==> config.mk <==
export PLATFORM = sky130hd
export DESIGN_NAME = gcd_master
export DESIGN_NICKNAME = d
export VERILOG_FILES = /design/src/rtl/gcd_master.sv
export SDC_FILE = /design/constraint.sdc
export NUM_CORES = 1
export LEC_CHECK = 0
export ABC_CLOCK_PERIOD_IN_PS = 2840
export CELL_PAD_IN_SITES_DETAIL_PLACEMENT = 0
export CELL_PAD_IN_SITES_GLOBAL_PLACEMENT = 1
export CORE_ASPECT_RATIO = 0.75
export CORE_MARGIN = 1.5
export CORE_UTILIZATION = 47
export CTS_BUF_LIST = sky130_fd_sc_hd__clkbuf_8
export DETAILED_ROUTE_END_ITERATION = 8
export MAX_ROUTING_LAYER = met4
export PLACE_DENSITY_LB_ADDON = 0.3
export SLEW_MARGIN = 0
export SYNTH_ARGS = -nofsm -noshare
export SYNTH_HDL_FRONTEND = slang
export SYNTH_SLANG_ARGS = --single-unit
==> constraint.sdc <==
create_clock -name clk_i -period 2.84 [get_ports clk_i]
set_clock_uncertainty 0.2 [all_clocks]
set_input_delay 0.568 -clock clk_i [delete_from_list [all_inputs] [get_ports clk_i]]
set_output_delay 0.568 -clock clk_i [all_outputs]
set_load 0.005 [all_outputs]
==> src/rtl/gcd_master.sv <==
// Job sequencer for an external GCD engine: queues {a,b} operand pairs, issues
// them one at a time, waits for the result or a timeout, and hands it downstream.
module gcd_master #(
  parameter int unsigned TIMEOUT_CYCLES = 64,
  parameter int unsigned FIFO_DEPTH     = 4
) (
  input  logic       clk_i,
  input  logic       rst_ni,
  input  logic       job_valid_i,
  output logic       job_ready_o,
  input  logic [3:0] job_a_i,
  input  logic [3:0] job_b_i,
  output logic       req_o,
  output logic [3:0] op_a_o,
  output logic [3:0] op_b_o,
  input  logic       busy_i,
  input  logic       valid_i,
  input  logic [3:0] result_val_i,
  output logic       res_valid_o,
  input  logic       res_ready_i,
  output logic [3:0] res_data_o,
  output logic       res_timeout_o,
  output logic [7:0] jobs_done_o
);

  localparam int unsigned AW = (FIFO_DEPTH > 1) ? $clog2(FIFO_DEPTH) : 1;
  localparam int unsigned CW = $clog2(TIMEOUT_CYCLES + 1);

  typedef enum logic [1:0] {
    S_IDLE,
    S_ISSUE,
    S_WAIT,
    S_OUTPUT
  } state_t;

  state_t          r_state;
  state_t          w_next;
  logic [7:0]      r_mem [FIFO_DEPTH];
  logic [AW-1:0]   r_wr_ptr;
  logic [AW-1:0]   r_rd_ptr;
  logic [AW:0]     r_count;
  logic            r_live;
  logic [CW-1:0]   r_wait_cnt;
  logic [3:0]      r_res_data;
  logic            r_res_to;
  logic [7:0]      r_jobs_done;

  logic            w_full;
  logic            w_empty;
  logic            w_push;
  logic            w_pop;
  logic [7:0]      w_head;
  logic            w_capture;
  logic            w_expire;

  assign w_full  = (r_count == (AW+1)'(FIFO_DEPTH));
  assign w_empty = (r_count == '0);
  assign w_head  = r_mem[r_rd_ptr];

  // r_live keeps job_ready_o low while in reset and until the first clock edge after release.
  assign job_ready_o   = r_live & ~w_full;
  assign w_push        = job_valid_i & job_ready_o;
  assign res_valid_o   = (r_state == S_OUTPUT);
  assign w_pop         = res_valid_o & res_ready_i;
  assign req_o         = (r_state == S_ISSUE);
  assign op_a_o        = w_empty ? '0 : w_head[7:4];
  assign op_b_o        = w_empty ? '0 : w_head[3:0];
  assign res_data_o    = r_res_data;
  assign res_timeout_o = r_res_to;
  assign jobs_done_o   = r_jobs_done;

  always_comb begin
    w_next    = r_state;
    w_capture = 1'b0;
    w_expire  = 1'b0;
    case (r_state)
      S_IDLE:   if (!w_empty && !busy_i) w_next = S_ISSUE;
      S_ISSUE:  w_next = S_WAIT;
      S_WAIT: begin
        // A result arriving on the last allowed cycle takes precedence over the timeout.
        if (valid_i) begin
          w_capture = 1'b1;
          w_next    = S_OUTPUT;
        end else if (r_wait_cnt == CW'(TIMEOUT_CYCLES - 1)) begin
          w_expire = 1'b1;
          w_next   = S_OUTPUT;
        end
      end
      S_OUTPUT: if (res_ready_i) w_next = S_IDLE;
      default:  w_next = S_IDLE;
    endcase
  end

  always_ff @(posedge clk_i or negedge rst_ni) begin
    if (!rst_ni) begin
      r_state <= S_IDLE;
    end else begin
      r_state <= w_next;
    end
  end

  always_ff @(posedge clk_i or negedge rst_ni) begin
    if (!rst_ni) begin
      r_live   <= 1'b0;
      r_wr_ptr <= '0;
      r_rd_ptr <= '0;
      r_count  <= '0;
      for (int unsigned i = 0; i < FIFO_DEPTH; i++) begin
        r_mem[i] <= '0;
      end
    end else begin
      r_live <= 1'b1;
      if (w_push) begin
        r_mem[r_wr_ptr] <= {job_a_i, job_b_i};
        r_wr_ptr <= (r_wr_ptr == AW'(FIFO_DEPTH - 1)) ? '0 : r_wr_ptr + 1'b1;
      end
      if (w_pop) begin
        r_rd_ptr <= (r_rd_ptr == AW'(FIFO_DEPTH - 1)) ? '0 : r_rd_ptr + 1'b1;
      end
      case ({w_push, w_pop})
        2'b10:   r_count <= r_count + 1'b1;
        2'b01:   r_count <= r_count - 1'b1;
        default: r_count <= r_count;
      endcase
    end
  end

  always_ff @(posedge clk_i or negedge rst_ni) begin
    if (!rst_ni) begin
      r_wait_cnt  <= '0;
      r_res_data  <= '0;
      r_res_to    <= 1'b0;
      r_jobs_done <= '0;
    end else begin
      if (r_state == S_ISSUE) begin
        r_wait_cnt <= '0;
      end else if (r_state == S_WAIT) begin
        r_wait_cnt <= r_wait_cnt + 1'b1;
      end
      if (w_capture) begin
        r_res_data <= result_val_i;
        r_res_to   <= 1'b0;
      end else if (w_expire) begin
        r_res_data <= '0;
        r_res_to   <= 1'b1;
      end
      if (w_pop && !r_res_to) begin
        r_jobs_done <= r_jobs_done + 1'b1;
      end
    end
  end

endmodule

==> GITHUB_STEP_SUMMARY, run 1 <==
## Implementation flow summary

| Metric | Value |
|---|---|
| Outcome | `finished, final reports clean` |
| Combinational cell power | `2060 uW` |
| Post-synthesis xor/xnor area fraction | `2.66%` |
| Post-synthesis cell type count | `42` |
| Cell area leaders | `dfrtp_1 (47%), mux2_4 (15%), mux4_2 (5.5%)` |
| M1 WL | `3160 um` |
| Number of flip-flops in the largest register | `32` |
| Chip Width | `99.6 um` |
| First-pass GRT wire length | `10100 um` |
| Logic area | `0.00160 mm^2` |
| Post-DP Area | `0.00380 mm^2` |
| Register share of total power | `36.5%` |
| Mapped Nets | `286` |
| Inverter count | `16` |
| Clock net power | `793 uW` |
| Largest area contributor in the netlist | `dfrtp_1` |
| Cell leakage power | `0.00183 uW` |
| Final net count | `335` |
| Post-CTS Setup Repair Bufs | `0` |
| Drc violations | `0` |
| Combinational share of power | `45.8%` |
| Yosys Instances | `254` |
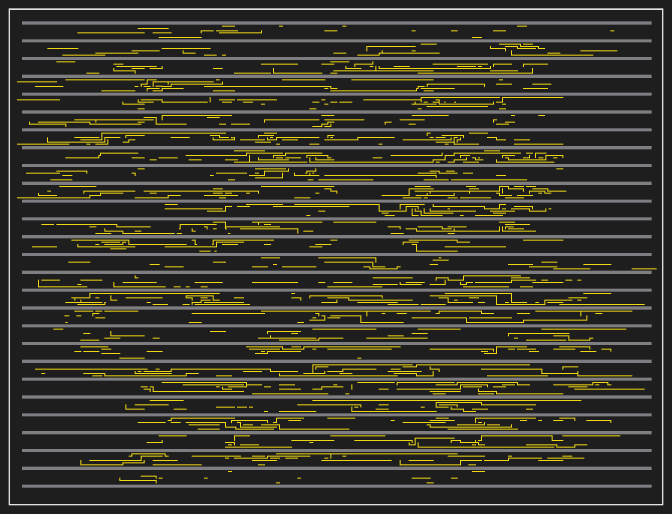
Figure 1: run 1, the metal 1 layer.
Supply wires on this layer in grey.
share of all routed wire: 51%
nets with wire on the layer: 300
vias: 2083
overall routed net length: 6170 um
GR met1 Demand/Resource: 26.1%

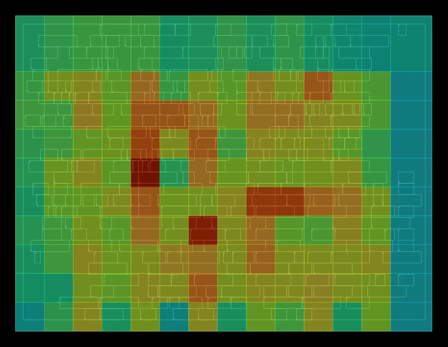
Figure 2: run 1, routing congestion.
GRT Resource Usage Total: 18.5%
GR peak layer: met1
met3 Usage GRT: 5.50%
GRT met2 Usage: 25.6%

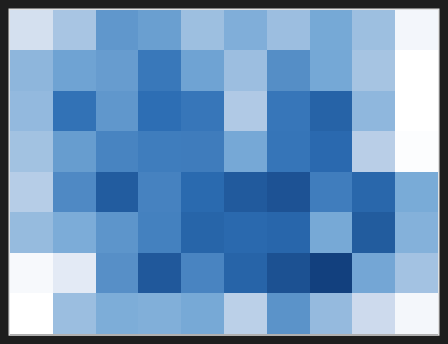
Figure 3: run 1, placement density heat map.
The die is cut into 10 by 8 equal tiles; white is low, dark blue is high, 0 to 100% covered.
fullest tile: 93%
nearly empty tiles: 5.0%
tiles over 75% full: 19%
mean over tiles: 52%
densest ninth of the die: centre

## Run 2: what changed since run 1
--- a/config.mk
+++ b/config.mk
@@ -15,7 +15,7 @@
 export DETAILED_ROUTE_END_ITERATION = 8
 export MAX_ROUTING_LAYER = met4
 export PLACE_DENSITY_LB_ADDON = 0.3
-export SLEW_MARGIN = 0
+export SLEW_MARGIN = 40
 export SYNTH_ARGS = -nofsm -noshare
 export SYNTH_HDL_FRONTEND = slang
 export SYNTH_SLANG_ARGS = --single-unit
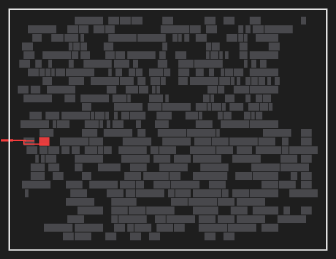
Figure 4: run 2, I/O nets highlighted.
| port | colour | direction | end cells | buffers | wire |
|---|---|---|---|---|---|
| job_ready_o | red | output | 1 | 1 | 15.7 um |

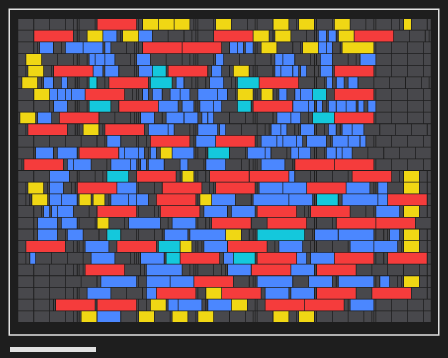
Figure 5: run 2, placement by cell class.
The bar under the picture is 20 um long. Fill, decap, tap and diode cells in grey.
| class | colour | cells | share of their area |
|---|---|---|---|
| registers | red | 62 | 40% |
| clock drivers and dummy loads | cyan | 16 | 5.2% |
| remaining buffers and delay cells | yellow | 50 | 12% |
| remaining logic cells | blue | 180 | 43% |
post-route cell area: 0.00400 mm^2
Layout Utilization: 58.9%
row cnt: 26
Core ar.: 0.00680 mm^2
flop share of the area: 38.8%

==> run 2 against run 1 <==
  * Combinational power about the same
  * Sequential share of layout area stayed put
  * Synthesized cell count unchanged
  * Clock-buffer cell count unchanged
  * Non-clock buffer count did not move
  * Register-to-register slack hardly changed
  * Flip-flop count is the same
  * Synthesized area unchanged
  * First-iteration DRC count did not move
  * Via count stayed put
  * Critical path depth did not move
  * Die area is the same
  * Critical path type unchanged
==> GITHUB_STEP_SUMMARY, run 2 <==
## Implementation flow summary

| Metric | Value |
|---|---|
| H-tree depth | `3` |
| Inverter count | `16 (unchanged)` |
| Seq/Total Area, Yosys | `47.2%` |
| Vias | `2083 (unchanged)` |
| Post-CTS Setup Repair Bufs | `0 (unchanged)` |
| Largest area contributor in the netlist | `dfrtp_1` |
| Outcome | `finished, final reports clean` |
| Post-synthesis cell type count | `42 (unchanged)` |
| Combinational share of power | `45.8% (about the same)` |
| Post-synthesis xor/xnor area fraction | `2.66% (unchanged)` |
| Met3 Usage GRT | `5.50% (unchanged)` |
| Switching pwr | `1480 uW` |
| GRT met2 Usage | `25.6% (unchanged)` |
| Final Power | `4490 uW` |
| Period utilization | `97.1%` |
| Largest net degree at the start of global routing | `39` |
| CTS Hold Bufs | `0` |
| Switching Fraction | `32.9%` |
| Final net count | `335 (unchanged)` |
| Top_reg_cell synth | `dfrtp_1` |
| Drc violations | `0 (unchanged)` |
| Wire per inst | `15.7 um` |
| GR peak layer | `met1` |
| Yosys Instances | `254 (unchanged)` |
| Mapped Nets | `286 (unchanged)` |
| Slowest cell on crit path | `mux4_2` |
| GRT Resource Usage Total | `18.5% (unchanged)` |
| Max-slew violation count | `0` |
| M1 WL | `3160 um (unchanged)` |
| Chip Width | `99.6 um (unchanged)` |
| First-pass GRT wire length | `10100 um (unchanged)` |
| Layout area overhead | `21.8%` |
| Register share of total power | `36.5% (about the same)` |
| Cell area leaders | `dfrtp_1 (47%), mux2_4 (15%), mux4_2 (5.5%)` |
| MI comb cells | `164` |
| Clock net power | `793 uW (about the same)` |
| Combinational cell power | `2060 uW (about the same)` |
| Synthesized area | `0.00329 mm^2` |
| Reg2reg start | `r_count[0]` |
| Logic area | `0.00160 mm^2 (unchanged)` |
| Count leader, synth | `dfrtp_1` |
| Pre-CTS WS | `208 ps` |
| Post-DP Area | `0.00380 mm^2 (unchanged)` |
| GR met1 Demand/Resource | `26.1% (unchanged)` |
| Slew @ Worst Pin | `589 ps` |
| Cell leakage power | `0.00183 uW (unchanged)` |
| Number of flip-flops in the largest register | `32 (unchanged)` |
| Floorplan Utilization | `48.3%` |
Power is estimated from default activity; no workload was simulated.
